**src/rtl/toggle_event_decoder.sv**
```systemverilog
// toggle_event_decoder: receiver for a toggle-encoded event line. It synchronises the line,
// turns each level change into a one-cycle pulse, counts events and buffers them for a valid/ready consumer.
module toggle_event_decoder #(
  parameter int SYNC_STAGES = 2,
  parameter int PEND_W      = 4,
  parameter int CNT_W       = 8
) (
  input  logic              clk,
  input  logic              rst_n,
  input  logic              t_in,
  input  logic              ev_ready,
  input  logic              clr_ovf,
  output logic              q,
  output logic              q_bar,
  output logic              ev_pulse,
  output logic              ev_valid,
  output logic [PEND_W-1:0] pend_cnt,
  output logic [CNT_W-1:0]  ev_total,
  output logic              ovf,
  output logic              armed
);

  typedef enum logic {ST_INIT = 1'b0, ST_RUN = 1'b1} state_t;

  localparam logic [2:0]        INIT_LAST = 3'(SYNC_STAGES);
  localparam logic [PEND_W-1:0] PEND_MAX  = '1;

  state_t                 state;
  logic [2:0]             init_cnt;
  logic [SYNC_STAGES-1:0] sync;
  logic                   t_prev;
  logic                   push;
  logic                   pop;

  always_ff @(posedge clk or negedge rst_n) begin
    if (!rst_n) begin
      sync <= '0;
    end else begin
      sync <= {sync[SYNC_STAGES-2:0], t_in};
    end
  end

  assign q        = sync[SYNC_STAGES-1];
  assign q_bar    = ~q;
  assign ev_valid = (pend_cnt != '0);

  // INIT lets the synchroniser fill and t_prev track q so a high line at reset release is not an event.
  always_ff @(posedge clk or negedge rst_n) begin
    if (!rst_n) begin
      state    <= ST_INIT;
      init_cnt <= '0;
      t_prev   <= 1'b0;
      ev_pulse <= 1'b0;
      armed    <= 1'b0;
    end else begin
      t_prev <= q;
      case (state)
        ST_INIT: begin
          ev_pulse <= 1'b0;
          if (init_cnt == INIT_LAST) begin
            state <= ST_RUN;
            armed <= 1'b1;
          end else begin
            init_cnt <= init_cnt + 3'd1;
          end
        end
        default: begin
          ev_pulse <= q ^ t_prev;
        end
      endcase
    end
  end

  assign push = ev_pulse;
  assign pop  = ev_valid & ev_ready;

  always_ff @(posedge clk or negedge rst_n) begin
    if (!rst_n) begin
      pend_cnt <= '0;
      ev_total <= '0;
      ovf      <= 1'b0;
    end else begin
      ev_total <= ev_total + {{(CNT_W-1){1'b0}}, push};
      if (push && !pop) begin
        if (pend_cnt != PEND_MAX) begin
          pend_cnt <= pend_cnt + {{(PEND_W-1){1'b0}}, 1'b1};
        end
      end else if (pop && !push) begin
        pend_cnt <= pend_cnt - {{(PEND_W-1){1'b0}}, 1'b1};
      end
      // A fresh drop outranks a simultaneous clear.
      if (push && !pop && (pend_cnt == PEND_MAX)) begin
        ovf <= 1'b1;
      end else if (clr_ovf) begin
        ovf <= 1'b0;
      end
    end
  end

endmodule

```
**config.mk**
```make
export PLATFORM = sky130hd
export DESIGN_NAME = toggle_event_decoder
export DESIGN_NICKNAME = d
export VERILOG_FILES = /design/src/rtl/toggle_event_decoder.sv
export SDC_FILE = /design/constraint.sdc
export NUM_CORES = 1
export LEC_CHECK = 0
export CORE_AREA = 2 2 48 50
export CTS_CLUSTER_SIZE = 40
export DETAILED_ROUTE_END_ITERATION = 8
export DIE_AREA = 0 0 50 52
export GPL_ROUTABILITY_DRIVEN = 0
export GPL_TIMING_DRIVEN = 0
export PLACE_DENSITY = 0.84
export SLEW_MARGIN = 20
export SYNTH_ARGS = -nofsm -noshare
export SYNTH_HDL_FRONTEND = slang
export SYNTH_SLANG_ARGS = --single-unit
```
**constraint.sdc**
```tcl
create_clock -name clk -period 6.55 [get_ports clk]
set_input_delay 1.31 -clock clk [delete_from_list [all_inputs] [get_ports clk]]
set_output_delay 1.31 -clock clk [all_outputs]
set_load 0.1 [all_outputs]
```
Fig. 1: run 1, metal 1
Bar = 20 µm. Supply wires on this layer in gray.
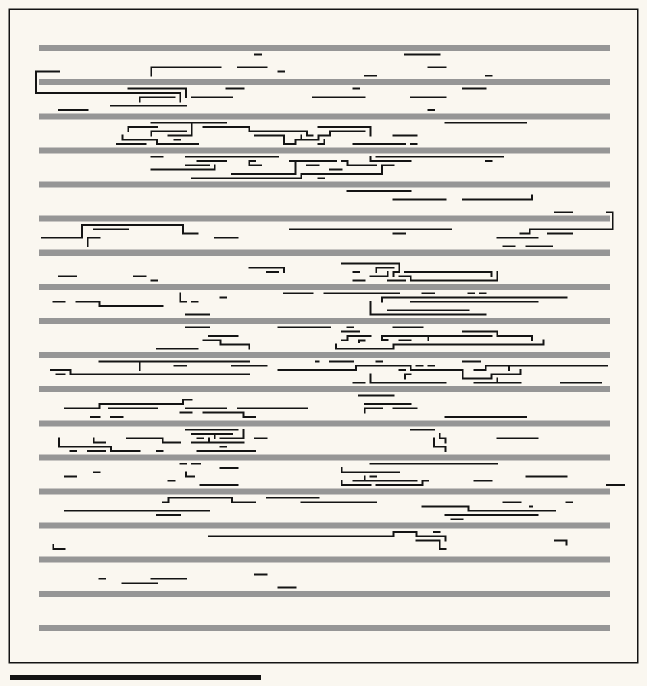
share of all routed wire = 43%
longest straight run = 14.7 µm
main direction = horizontal

Fig. 2: run 1, met2 routing
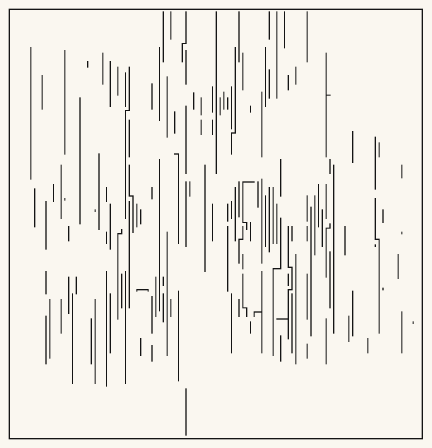
share of all routed wire = 51%
main direction = vertical

Fig. 3: run 1, M3 wires
Bar = 20 µm. Cells faint in the background.
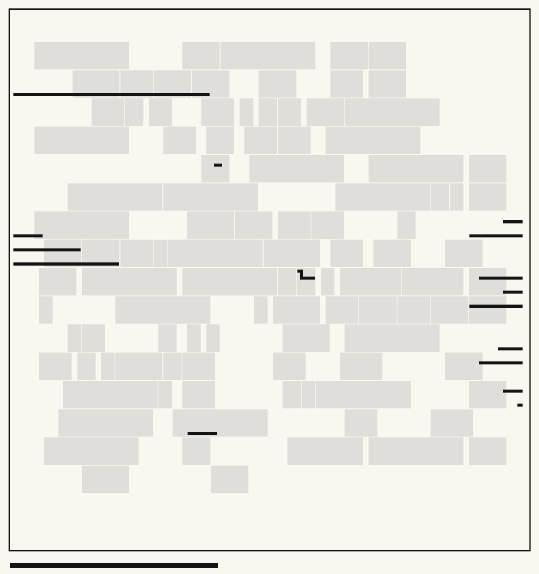
longest straight run = 18.6 µm
wire length on this layer = 66.7 µm
nets with wire on the layer = 15
main direction = horizontal
share of all routed wire = 4.0%

==> metrics.yaml, run 1 <==
slew_viol_final: 0
hold_violations: 0
crit_arrival_ps: 2400
topCellsByArea: "dfrtp_1 (55%), ha_1 (7.5%), xnor2_1 (7.0%), xor2_1 (2.6%), inv_1 (2.2%)"
outcome: "finished clean"
core_area_um2: 2110
startpoint: "pend_cnt[0]"
crit_path_start_kind: "flop"
grt_use_met2_pct: 25.0
clock-root-buffer: "clkbuf_4"
rsz0062_at_grt: "false"
placed_area_um2: 1260
ys.flops: 22
viasPerCell: 5.13
edf_count: 0
pin_count: 23
nNetsFinal: 118
clock_skew_ps: 3.19
cts_setup_buffers: 0
worstPathRequired_ps: 5240
[run 1: through the flow]
| stage | util, % | worst slack (ps) |
|---|---|---|
| finish | 61.0 | 2840 |
| global route | 61.0 | 2770 |
| CTS | 61.0 | 2810 |
| detailed placement | 60.0 | 3170 |
| global placement | 60.0 | 3200 |
| floorplan | - | 3550 |
[run 1: metal layers]
layer  up-vias  part of all wire (%)
met3         2                   4.0
met2        17                    51
met4         0                   1.5
met5         -                     0
li1        331                     -
met1       327                    43
[run 1: flip-flops by register name, summed over array words and instances (netlist names)]
register / flops
armed: 1
ev_pulse: 1
ev_total: 8
init_cnt: 3
ovf: 1
pend_cnt: 4
state: 1
sync: 2
t_prev: 1
[run 1: final cells by class]
type                            instances  area [µm²]
Tap cell                               28        35.0
Fill cell                             172         821
Multi-Input combinational cell         50         430
Inverter                                7        26.3
Sequential cell                        22         551
Timing Repair Buffer                   22         220
Clock buffer                            3        22.5
[run 1: critical path: stages (launching register included)]
cell and delay [ps]:
dfrtp_1 520, or4_4 600, clkdlybuf4s50_1 980
[run 1: placed cells by master (no fill, tap or decap), types with 2 or more instances in the layout]
master / n
nand2_1: 2
a31o_2: 2
clkdlybuf4s50_1: 22
clkbuf_4: 3
nor2_1: 3
xor2_1: 3
xnor2_1: 8
inv_1: 6
nand3_1: 4
ha_1: 6
dfrtp_1: 22
o21ai_1: 2
a21oi_1: 4
==> run 1 -> run 2 <==
--- a/config.mk
+++ b/config.mk
@@ -5,13 +5,13 @@
 export SDC_FILE = /design/constraint.sdc
 export NUM_CORES = 1
 export LEC_CHECK = 0
-export CORE_AREA = 2 2 48 50
+export CORE_AREA = 2 2 52 54
 export CTS_CLUSTER_SIZE = 40
 export DETAILED_ROUTE_END_ITERATION = 8
-export DIE_AREA = 0 0 50 52
+export DIE_AREA = 0 0 54 56
 export GPL_ROUTABILITY_DRIVEN = 0
 export GPL_TIMING_DRIVEN = 0
-export PLACE_DENSITY = 0.84
+export PLACE_DENSITY = 0.76
 export SLEW_MARGIN = 20
 export SYNTH_ARGS = -nofsm -noshare
 export SYNTH_HDL_FRONTEND = slang
==> constraint.sdc (replaced) <==
create_clock -name clk -period 3.2 [get_ports clk]
set_input_delay 0.64 -clock clk [delete_from_list [all_inputs] [get_ports clk]]
set_output_delay 0.64 -clock clk [all_outputs]
set_load 0.1 [all_outputs]
Fig. 4: run 2, gate-type map
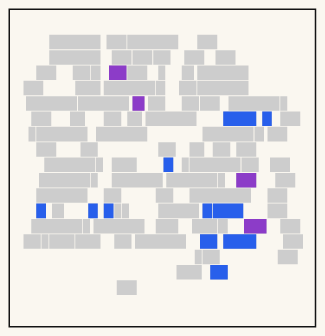
blue -> inverting AOI/OAI gates  # cells 11, most used a21oi_1
purple -> AND and OR gates  # cells 4
final non-filler cell total: 135
Comb area share: 32.7%

Fig. 5: run 2, M3 wires
Bar = 20 µm. Cells faint in the background.
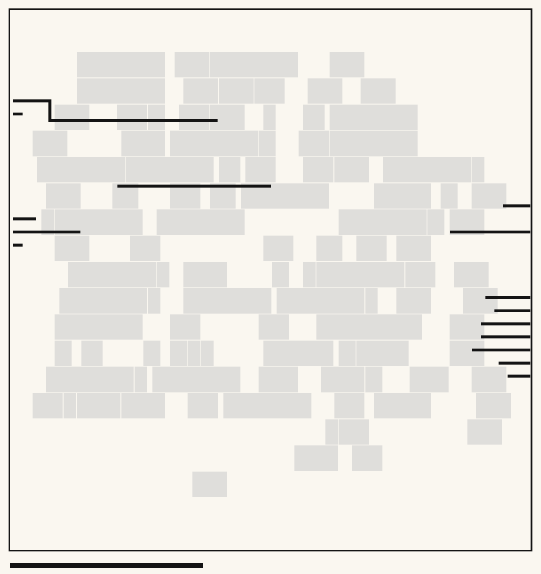
wire length on this layer = 87.6 µm
main direction = horizontal
longest straight run = 17.2 µm
nets with wire on the layer = 15
share of all routed wire = 5.1%

Fig. 6: run 2, metal 1
Bar = 20 µm. Supply wires on this layer in gray.
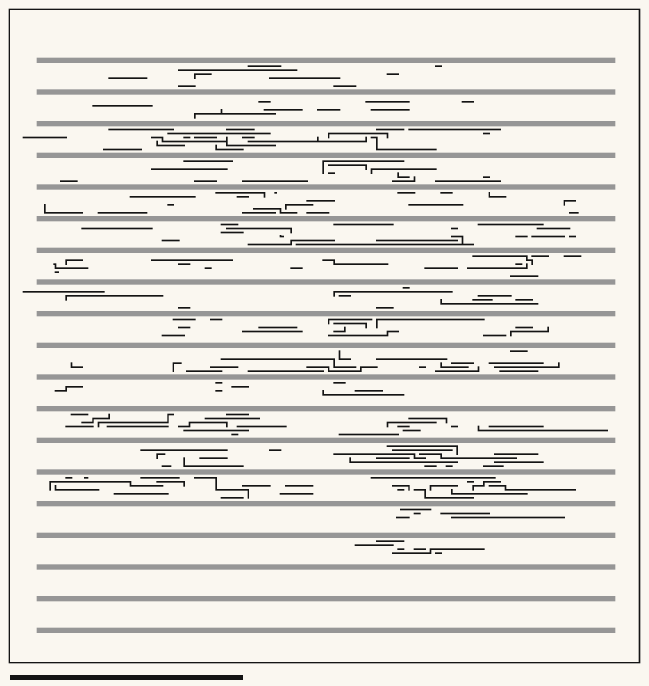
nets with wire on the layer = 92
main direction = horizontal

==> run 2 against run 1 <==
Critical path depth unchanged. Setup slack got worse by 2700 ps. Utilization fell by 6.9 points. Non-clock buffer count unchanged. Largest cell class unchanged. Highest routed layer is now met3.
==> metrics.yaml, run 2 <==
path_cells: "or4_4 > clkdlybuf4s50_1"
max_stage_delay_ps: 980  # about the same
cts_setup_buffers: 0  # unchanged
clock_skew_ps: 6.53  # +3.34 ps
outcome: "finished clean"
setup_ws_ps: 173  # -2660 ps
inv_count: 7  # unchanged
clkCellAreaFrac_pct: 3.99  # +2.2 points
n_sequential_cell: 22  # unchanged
mostFrequentLayoutCells: "dfrtp_1 (22), clkdlybuf4s50_1 (22), xnor2_1 (8)"
nNetsFinal: 118  # unchanged
worstPathRequired_ps: 2560  # -2680 ps
clock-root-buffer: "clkbuf_4"
num_tap_cells: 30  # +7.1%
pre_cts_ws_ps: 491  # -2680 ps
largest_class: "sequential cells"
num-clock-buffers: 3  # unchanged
largest_reg_flops: 8  # unchanged
sh_seq_area_pct: 41.8  # -1.1 points
edf_count: 0  # unchanged
viasPerCell: 5.19  # +1.1%
ys.flops: 22  # unchanged
[run 2: cell counts after synthesis]
No cell type changed its count.
[run 2: kinds of logic after synthesis]
logic type                 share of synthesized area (%)
buffers and inverters                               2.61
xor gates and xnor gates                            9.57
AOI/OAI and AO/OA                                   13.9
DFF                                                 54.7
muxes                                               1.12
and+or+nand+nor                                     8.70
adders and majority gates                           9.44
[run 2: final timing paths]
kind / from / to / slack (ps) / cells after the start
setup / recovery: pend_cnt[0] / ev_valid / 170 / 2
hold / removal: sync[0] / sync[1] / 380 / 0
setup reg to reg: pend_cnt[0] / pend_cnt[3] / 670 / 7
hold reg to reg: sync[0] / sync[1] / 380 / 0
max in group asynchronous: rst_n / ovf / 1790 / 1
min in group asynchronous: rst_n / ev_total[5] / 840 / 1
[run 2: stage by stage]
stage | hold slack (ps) | instances | util (%) | cell area, µm²
floorplan | 331 | 79 | - | 1010
global placement | 339 | 131 | 52.0 | 1260
detailed placement | 352 | 131 | 52.0 | 1260
CTS | 384 | 135 | 54.2 | 1320
global route | 385 | 135 | 54.2 | 1320
finish | 376 | 135 | 54.2 | 1320
[run 2: worst register-to-register path: stages (launching register included)]
cell and delay, ps:
dfrtp_1 520, o41ai_2 590, nand2_1 220, ha_1 340
a21o_2 190, a221oi_1 300, o21ai_2 120, xnor2_1 150
[run 2: per-layer routing]
layer / track usage (%) / up-vias / part of all wire [%]
met1: 15.6 / 348 / 44
met5: 0 / - / 0
met2: 21.3 / 17 / 51
met3: 5.11 / 0 / 5.1
met4: 2.14 / 0 / 0
li1: - / 335 / -
